### Congestion heat map, run 1

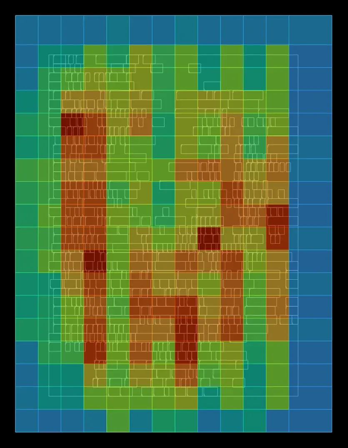
### A small window of the routed layout, run 1

Bar = 5 µm. Window x 62 to 82, y 85 to 105 µm. Cells in gray, sequential cells in the stronger gray; small squares are vias.
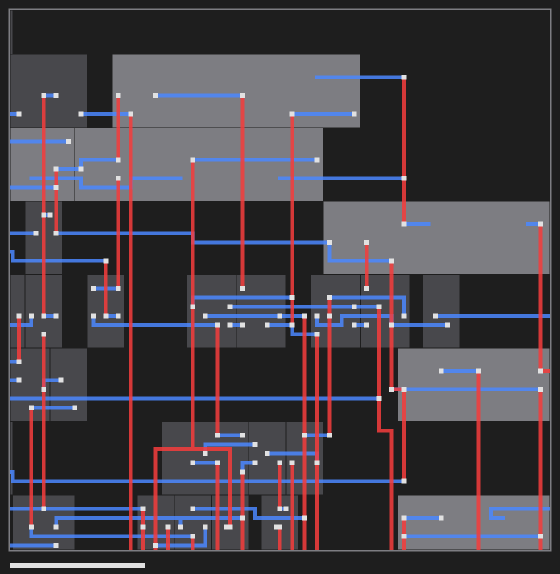
### Routed metal per tile, run 1

The die is cut into 19 by 25 equal tiles; white is low, dark blue is high, scaled to the fullest tile. Values are wire area over tile area, all layers added.
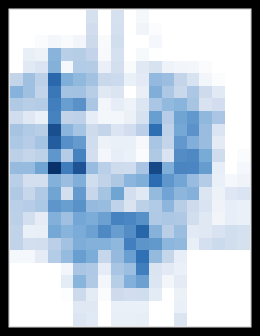
### Metal 1, run 1

Bar = 20 µm.
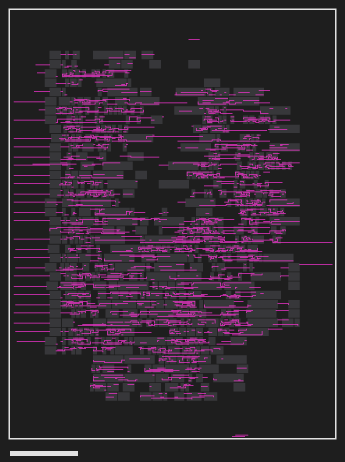
[src/rtl/uart_pkg.sv]
// uart_pkg: definitions shared by the UART transmit path.
//   UART_DIV_W       - baud divider width used by uart_tx, uart_rx and uart_tx_sched
//   tx_sched_state_t - uart_tx_sched FSM state encoding
package uart_pkg;

  localparam int unsigned UART_DIV_W = 4;

  typedef enum logic [2:0] {
    IDLE       = 3'd0,
    LAUNCH     = 3'd1,
    WAIT_START = 3'd2,
    WAIT_END   = 3'd3,
    GUARD      = 3'd4
  } tx_sched_state_t;

endpackage

[src/rtl/rr_arbiter.sv]
// rr_arbiter: combinational rotate-priority pick among NUM_REQ requesters.
//   req     in  - request vector, one bit per requester
//   ptr     in  - index where the priority search starts
//   gnt     out - one-hot winner (all zero when nothing is requested)
//   gnt_idx out - binary index of the winner
//   any     out - at least one request is set
module rr_arbiter #(
  parameter  int unsigned NUM_REQ = 4,
  localparam int unsigned IDX_W   = (NUM_REQ > 1) ? $clog2(NUM_REQ) : 1
) (
  input  logic [NUM_REQ-1:0] req,
  input  logic [IDX_W-1:0]   ptr,
  output logic [NUM_REQ-1:0] gnt,
  output logic [IDX_W-1:0]   gnt_idx,
  output logic               any
);

  logic [IDX_W-1:0] w_pos;

  // Walk the requesters starting at ptr; the first set bit wins.
  always_comb begin
    gnt     = '0;
    gnt_idx = '0;
    any     = 1'b0;
    w_pos   = '0;
    for (int unsigned k = 0; k < NUM_REQ; k++) begin
      w_pos = IDX_W'((32'(ptr) + k) % NUM_REQ);
      if (!any && req[w_pos]) begin
        any     = 1'b1;
        gnt_idx = w_pos;
      end
    end
    gnt[gnt_idx] = any;
  end

endmodule

[src/rtl/uart_tx_sched.sv]
// uart_tx_sched: shares one uart_tx between NUM_REQ requesters.
// Arbitrates round-robin in IDLE, latches the winner's byte and divider,
// fires a one-cycle Tx_Drive, follows Tx_Active through the frame and
// reports done or watchdog err back to the winner.
//   clk, rst   - clock, asynchronous active-low reset
//   req        - level requests; req_data / req_div hold per-requester slices
//   grant      - one-hot pulse when a request is accepted
//   done / err - one-hot pulse on frame completion / watchdog abort
//   busy       - high whenever the FSM is outside IDLE
//   Tx_Drive   - start pulse to uart_tx; tx_data / clk_div latched for it
//   Tx_Active  - busy flag fed back from uart_tx
module uart_tx_sched
  import uart_pkg::*;
#(
  parameter int unsigned NUM_REQ        = 4,
  parameter int unsigned DATA_W         = 8,
  parameter int unsigned DIV_W          = UART_DIV_W,
  parameter int unsigned TIMEOUT_W      = 16,
  parameter int unsigned TIMEOUT_CYCLES = 65535
) (
  input  logic                      clk,
  input  logic                      rst,
  input  logic [NUM_REQ-1:0]        req,
  input  logic [NUM_REQ*DATA_W-1:0] req_data,
  input  logic [NUM_REQ*DIV_W-1:0]  req_div,
  output logic [NUM_REQ-1:0]        grant,
  output logic [NUM_REQ-1:0]        done,
  output logic [NUM_REQ-1:0]        err,
  output logic                      busy,
  output logic                      Tx_Drive,
  output logic [DATA_W-1:0]         tx_data,
  output logic [DIV_W-1:0]          clk_div,
  input  logic                      Tx_Active
);

  localparam int unsigned IDX_W = (NUM_REQ > 1) ? $clog2(NUM_REQ) : 1;
  localparam logic [TIMEOUT_W-1:0] WD_LAST = TIMEOUT_W'(TIMEOUT_CYCLES - 1);
  localparam logic [IDX_W-1:0]     IDX_LAST = IDX_W'(NUM_REQ - 1);

  tx_sched_state_t       r_state, w_state_nxt;
  logic [IDX_W-1:0]      r_ptr, w_ptr_nxt;
  logic [IDX_W-1:0]      r_idx, w_idx_nxt;
  logic [TIMEOUT_W-1:0]  r_wd, w_wd_nxt;
  logic [NUM_REQ-1:0]    r_grant, w_grant_nxt;
  logic [NUM_REQ-1:0]    r_done, w_done_nxt;
  logic [NUM_REQ-1:0]    r_err, w_err_nxt;
  logic                  r_busy, w_busy_nxt;
  logic                  r_drive, w_drive_nxt;
  logic [DATA_W-1:0]     r_tx_data, w_tx_data_nxt;
  logic [DIV_W-1:0]      r_clk_div, w_clk_div_nxt;

  logic [NUM_REQ-1:0]    w_gnt;
  logic [IDX_W-1:0]      w_gnt_idx;
  logic                  w_any;

  rr_arbiter #(
    .NUM_REQ (NUM_REQ)
  ) u_arb (
    .req     (req),
    .ptr     (r_ptr),
    .gnt     (w_gnt),
    .gnt_idx (w_gnt_idx),
    .any     (w_any)
  );

  // Next-state and next-output logic; every output is registered below.
  always_comb begin
    w_state_nxt   = r_state;
    w_ptr_nxt     = r_ptr;
    w_idx_nxt     = r_idx;
    w_wd_nxt      = r_wd;
    w_grant_nxt   = '0;
    w_done_nxt    = '0;
    w_err_nxt     = '0;
    w_drive_nxt   = 1'b0;
    w_tx_data_nxt = r_tx_data;
    w_clk_div_nxt = r_clk_div;

    case (r_state)
      IDLE: begin
        // A transmitter still busy from elsewhere blocks arbitration.
        if (w_any && !Tx_Active) begin
          w_state_nxt = LAUNCH;
          w_grant_nxt = w_gnt;
          w_drive_nxt = 1'b1;
          w_idx_nxt   = w_gnt_idx;
          w_ptr_nxt   = (w_gnt_idx == IDX_LAST) ? '0 : w_gnt_idx + 1'b1;
          for (int unsigned i = 0; i < NUM_REQ; i++) begin
            if (w_gnt[i]) begin
              w_tx_data_nxt = req_data[i*DATA_W +: DATA_W];
              w_clk_div_nxt = req_div[i*DIV_W +: DIV_W];
            end
          end
        end
      end

      LAUNCH: begin
        w_state_nxt = WAIT_START;
        w_wd_nxt    = '0;
      end

      WAIT_START: begin
        if (Tx_Active) begin
          w_state_nxt = WAIT_END;
          w_wd_nxt    = '0;
        end else if (r_wd == WD_LAST) begin
          w_state_nxt      = GUARD;
          w_err_nxt[r_idx] = 1'b1;
        end else begin
          w_wd_nxt = r_wd + 1'b1;
        end
      end

      WAIT_END: begin
        if (!Tx_Active) begin
          w_state_nxt       = GUARD;
          w_done_nxt[r_idx] = 1'b1;
        end else if (r_wd == WD_LAST) begin
          w_state_nxt      = GUARD;
          w_err_nxt[r_idx] = 1'b1;
        end else begin
          w_wd_nxt = r_wd + 1'b1;
        end
      end

      GUARD: begin
        w_state_nxt = IDLE;
      end

      default: begin
        w_state_nxt = IDLE;
      end
    endcase

    w_busy_nxt = (w_state_nxt != IDLE);
  end

  // State and output registers.
  always_ff @(posedge clk or negedge rst) begin
    if (!rst) begin
      r_state   <= IDLE;
      r_ptr     <= '0;
      r_idx     <= '0;
      r_wd      <= '0;
      r_grant   <= '0;
      r_done    <= '0;
      r_err     <= '0;
      r_busy    <= 1'b0;
      r_drive   <= 1'b0;
      r_tx_data <= '0;
      r_clk_div <= '0;
    end else begin
      r_state   <= w_state_nxt;
      r_ptr     <= w_ptr_nxt;
      r_idx     <= w_idx_nxt;
      r_wd      <= w_wd_nxt;
      r_grant   <= w_grant_nxt;
      r_done    <= w_done_nxt;
      r_err     <= w_err_nxt;
      r_busy    <= w_busy_nxt;
      r_drive   <= w_drive_nxt;
      r_tx_data <= w_tx_data_nxt;
      r_clk_div <= w_clk_div_nxt;
    end
  end

  assign grant    = r_grant;
  assign done     = r_done;
  assign err      = r_err;
  assign busy     = r_busy;
  assign Tx_Drive = r_drive;
  assign tx_data  = r_tx_data;
  assign clk_div  = r_clk_div;

endmodule

[config.mk]
export PLATFORM = sky130hd
export DESIGN_NAME = uart_tx_sched
export DESIGN_NICKNAME = d
export VERILOG_FILES = /design/src/rtl/uart_pkg.sv /design/src/rtl/rr_arbiter.sv /design/src/rtl/uart_tx_sched.sv
export SDC_FILE = /design/constraint.sdc
export NUM_CORES = 1
export LEC_CHECK = 0
export ABC_AREA = 1
export CORE_ASPECT_RATIO = 1.4
export CORE_MARGIN = 10
export CORE_UTILIZATION = 40
export DETAILED_ROUTE_END_ITERATION = 8
export PLACE_DENSITY = 0.71
export SETUP_SLACK_MARGIN = 0.5
export SLEW_MARGIN = 20
export SYNTH_ARGS = -nofsm -noshare
export SYNTH_HDL_FRONTEND = slang
export SYNTH_SLANG_ARGS = --single-unit
[constraint.sdc]
create_clock -name clk -period 2.81 [get_ports clk]
set_input_delay 0.4215 -clock clk [delete_from_list [all_inputs] [get_ports clk]]
set_output_delay 0.4215 -clock clk [all_outputs]
set_load 0.005 [all_outputs]
==> notes.md, run 1 <==
fresh numbers from the pnr run: result of the run finished clean, worst slack at placement 0.01732 ns, hold-fix buffers at CTS 0, Signal inverters roughly 76, port buffer count roughly 80, synthesized netlist net count around 540, startpoint class of the critical path flip-flop, pwr dens 1180 mW/mm², number of buffers inserted to repair setup after CTS 11, endpoint arrival time on the critical path approximately 2.6 ns, Peak VDD IR around 0.0011 V, number of clock-tree buffers in the layout 7, PostCTS Resize Cnt 38, Setup TNS Final 0 ns, clock network area share 0.01883, unrepaired setup endpoints after global routing true, Max Transition Viols Final 0, post-synthesis cell type count 31, leading cell category by total area combinational gates, ant diodes 0, Bufs on Longest Clock Path 2, Largest stage delay, worst path 0.41 ns, ordered list of cells on the worst path buf_12, clkinv_8, nand2_4, nand2_4, nand2_4, nand2_4, buf_6, nor2_8, nand2_2, o211ai_1, nand2_2, inv_4, ha_4, clkinvlp_4, nor2_1, nor2_1, nand2_1, nand2_1, share of cells above drive strength 1 0.1831, Synth top cells by count 144 x nand2_1, 63 x inv_1, 60 x nor2_1, 51 x nand3_1, 49 x dfrtp_1, total placed instance area about 0.004 mm², cts bufs inserted 5, Post-synth seq share 0.3807, highest-count logic cell in the final layout nand2_1, post-synthesis xor/xnor area fraction 0.01360, CTS clk-pin slew, worst paths roughly 0.090 ns, sequential cells slightly below 50, met3 routed WL 694 µm, Register Area 0.001229 mm², setup ws final 0.4340 ns, First-pass DRT Iterations 5, total setup violations reported at the end of the flow 0, P&R area growth vs syn 42.35%, Chip Footprint 0.01209 mm², residual antenna-violating net count after detailed routing 0, Max transition margin 0.5958, Least-Margin Pin Slew 0.6063 ns, die x size around 96 µm, cell count in the Yosys report 475, yosys stat chip area ~0.0032 mm², Vias/cell 4.801, H-tree depth reported by CTS 2
## Picture notes: 'Congestion heat map'
overall global routing resource usage: 0.1509
Final Core Density: 0.5879
met3 demand-to-capacity share in global routing: 0.05351
met1 Resource Use GR: 0.1545
Top Usage Layer GRT: met2

## Picture notes: 'A small window of the routed layout'
Key: M1 = blue; M2 = red
23 logic cells have their middle in the window. Sequential cells in the window: 5. Netlist names of flops here include r_wd (5). Most frequent: inv_1 (5), dfrtp_1 (5), nor2_1 (4).

## Picture notes: 'Routed metal per tile'
12% of the tiles are over half the peak. 28% of the tiles are nearly empty. The mean over all tiles is 0.13. The fullest tile reaches 0.57. The densest ninth of the die: middle left.
routed len/inst: 13.67 µm
total vias in the final route: 3260
total wirelength of the detailed-routed design: 9.282 mm

## Picture notes: 'Metal 1'
The longest straight run is 18.4 µm. The wires run mostly horizontal. The layer carries 3580 µm of wire. 579 nets have wire on it.

## run 1: worst paths after layout
path | slack (ns) | startpoint | end
worst max-delay path | 0.43 | r_ptr[0] | tx_data[4]
worst min-delay path | 0.11 | rst | r_wd[5]
worst max register to register | 0.43 | r_ptr[0] | tx_data[4]
worst min register to register | 0.49 | tx_data[0] | tx_data[0]
max in group asynchronous | 1.94 | rst | r_ptr[0]
min in group clk | 0.49 | tx_data[0] | tx_data[0]
## run 1: power by group
part | internal [mW] | switching [mW] | total [mW]
logic | 1.73 | 2.22 | 3.95
registers | 0.888 | 0.139 | 1.03
clock network | 0.196 | 0.235 | 0.431
## run 1: sequential cells by signal, indices dropped and copies added (netlist names)
signal    count
busy          1
r_wd         16
r_idx         2
grant         4
done          4
Tx_Drive      1
err           4
r_state       3
tx_data       8
r_ptr         2
clk_div       4
==> run 2, diff against run 1 <==
==> constraint.sdc (replaced) <==
create_clock -name clk -period 2.24 [get_ports clk]
set_input_delay 0.336 -clock clk [delete_from_list [all_inputs] [get_ports clk]]
set_output_delay 0.336 -clock clk [all_outputs]
set_load 0.005 [all_outputs]
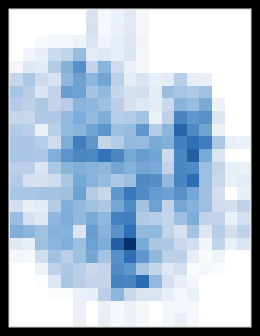
*Routed metal per tile, run 2*
The die is cut into 19 by 25 equal tiles; white is low, dark blue is high, scaled to the fullest tile. Values are wire area over tile area, all layers added.
The mean over all tiles is 0.15. 24% of the tiles are nearly empty. The densest ninth of the die: center. The emptiest ninth of the die: upper right.

==> notes.md, run 2 <==
fresh numbers from the pnr run: cts bufs inserted 5 (unchanged), register-to-register setup slack -0.25 ns (-0.68 ns), result of the run complete, but fails checks, post-synthesis xor/xnor area fraction 0.01360 (unchanged), routed len/inst 15.54 µm (+14%), combinational-cell power consumption 6.94 mW (+76%), unrepaired setup endpoints after global routing true, First-pass DRT Iterations 4 (-1), worst slack at placement -0.4264 ns (-0.4437 ns), ordered list of cells on the worst path inv_2, nand2_2, nand2_2, nand2_4, nand2_4, nor2_2, nor2_1, xor2_1, inv_1, nand2_4, inv_4, ha_4, nand2_4, nand2_1, inv_2, nand2_1, nand2_1, nand2_1, start point of the critical path r_ptr[1], register share of total power 0.147 (-0.043), die x size 95.84 µm (unchanged), power of the sequential group 1.29 mW (+25%), endpoint of the worst register-to-register path clk_div[1], Top Usage Layer GRT met2, Bufs on Longest Clock Path 2 (unchanged), top power consumer group combinational logic, Max transition margin 0.5996 (+0.003819), share of cells above drive strength 1 0.3355 (+0.1524), Largest stage delay, worst path 0.45 ns (+0.04 ns), total placed instance area 0.004388 mm² (+7.2%), setup ws final -0.2460 ns (-0.6800 ns), met1 Resource Use GR 0.1801 (+0.02565), P&R area growth vs syn 66.20%, cell count in the Yosys report 475 (unchanged), CTS clk-pin slew, worst paths 0.10 ns (about the same), PostCTS Resize Cnt 49 (+29%), Least-Margin Pin Slew 0.6005 ns (-0.005729 ns), met3 routed WL 722 µm (+4.0%), failing checks setup timing, number of flip-flops in the largest register 16 (unchanged), synthesized netlist net count 536 (unchanged), hold-fix buffers at CTS 0 (unchanged), total setup violations reported at the end of the flow 16 (+16), number of buffers inserted to repair setup after CTS 19 (+8)
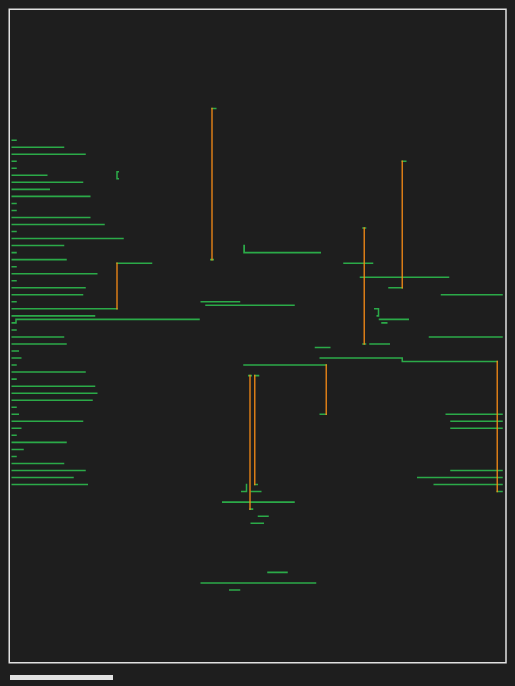
*Metal layers overlaid, run 2*
Bar = 20 µm. Only two layers are drawn.
Key: M4 = orange [wire length 167 µm]; M3 = green [wire length 723 µm]
overall global routing resource usage: 0.1641
total wirelength of the detailed-routed design: 11.23 mm
total vias in the final route: 3557

==> run 2: cell count changes in the layout (fill, tap and decap cells not counted), moves of 6 or more <==
cell / previous run / this run
nand2_1: 127 / 116
buf_4: 17 / 50
nor2_4: 0 / 6
nand3_1: 49 / 30
nor2_1: 55 / 46
nand3_2: 4 / 22
nand2_2: 25 / 31
==> run 2: cell type report <==
| class | count | area [µm²] |
|---|---|---|
| clock inverter | 3 | 21.27 |
| clock buffer | 5 | 68.82 |
| fill | 620 | 2445 |
| timing repair buffer | 150 | 1489 |
| multi-input combinational | 341 | 2098 |
| inverter | 75 | 319.1 |
| tap | 100 | 125.1 |
| sequential | 49 | 1231 |
==> run 3, diff against run 2 <==
==> constraint.sdc (replaced) <==
create_clock -name clk -period 2.5 [get_ports clk]
set_input_delay 0.375 -clock clk [delete_from_list [all_inputs] [get_ports clk]]
set_output_delay 0.375 -clock clk [all_outputs]
set_load 0.005 [all_outputs]
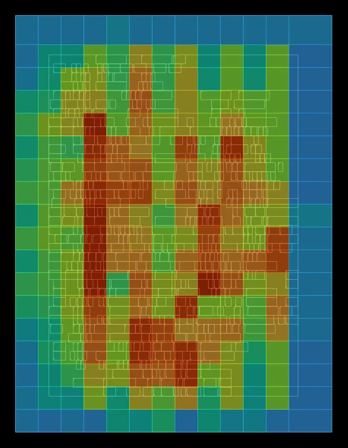
*Congestion heat map, run 3*
met2 usage in global routing: 0.2574
overall global routing resource usage: 0.1516

==> notes.md, run 3 <==
fresh numbers from the pnr run: share of cells above drive strength 1 0.2441 (-0.09137), Bufs on Longest Clock Path 2 (unchanged), sequential cells 49 (unchanged), endpoint of the worst register-to-register path tx_data[6], proportion of cell area occupied by multi-input gates 0.3972 (+0.005166), Largest stage delay, worst path 0.47 ns (+0.02 ns), multi-input logic cell count 341 (unchanged), P&R area growth vs syn 51.13%, Signal inverters 75 (unchanged), CTS clk-pin slew, worst paths 0.09 ns (about the same), total setup violations reported at the end of the flow 0 (-16), cts bufs inserted 5 (unchanged), layout buffer count excluding clock buffers 121 (-19%), share of final layout cell area taken by non-clock buffers 0.2465 (-0.03164), First-pass DRT Iterations 4 (unchanged), number of flip-flops in the largest register 16 (unchanged), power of the sequential group 1.15 mW (-10%), Max transition margin 0.5881 (-0.01152), result of the run finished clean, total vias in the final route 3356 (-5.7%), layout filler cell count 685 (+10%), sequential share of cell area 0.2524 (+0.02243), met3 routed WL 716 µm (-0.83%), ordered list of cells on the worst path clkinv_4, nand2_4, nand2_4, nor2_4, nor2_4, buf_4, nand4_1, nand2_1, buf_4, ha_4, buf_12, nand3_2, nand3_2, nand2_1, nand2_1, nand2_1, start point of the critical path r_ptr[0], logic area 0.001933 mm² (-7.9%), worst slack at placement -0.1541 ns (+0.2723 ns), clock network area share 0.01722 (+0.0003933), Top Usage Layer GRT met2, top power consumer group combinational logic, tap cell instance count 100 (unchanged), leading cell category by total area combinational gates
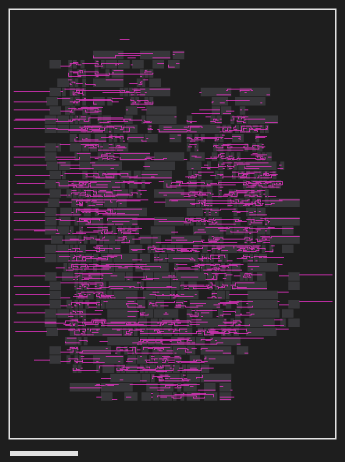
*Metal 1, run 3*
Bar = 20 µm.
The layer carries 3780 µm of wire. 599 nets have wire on it.

[run 3: cell counts after synthesis]
Identical to the previous run, type by type.
[run 3: how the worst min path moves through the flow]
stage	startpoint	cells past startpoint	end
6_report	rst	1	done[3]
5_1_grt	rst	1	done[3]
4_1_cts	rst	1	r_idx[0]
3_5_place_dp	rst	1	done[1]
3_3_place_gp	rst	1	done[1]
2_1_floorplan	rst	0	Tx_Drive
[run 3: logic make-up (layout without fill, tap and decap cells)]
family	count (synthesis)	in the layout	synth area share
compound gates	30	30	0.05089
flops	49	49	0.3807
fa+ha+maj	6	6	0.02331
buf+inv	88	204	0.1251
xor+xnor	5	5	0.01360
simple gates	297	300	0.4064
[run 3: timing repair]
item,in CTS,in global routing
gates cloned,1,4
setup endpoints to repair,24,35
pin swaps,8,17
buffers inserted,5,14
resized,28,47
hold buffers,0,0
Power and IR drop assume default switching activity.
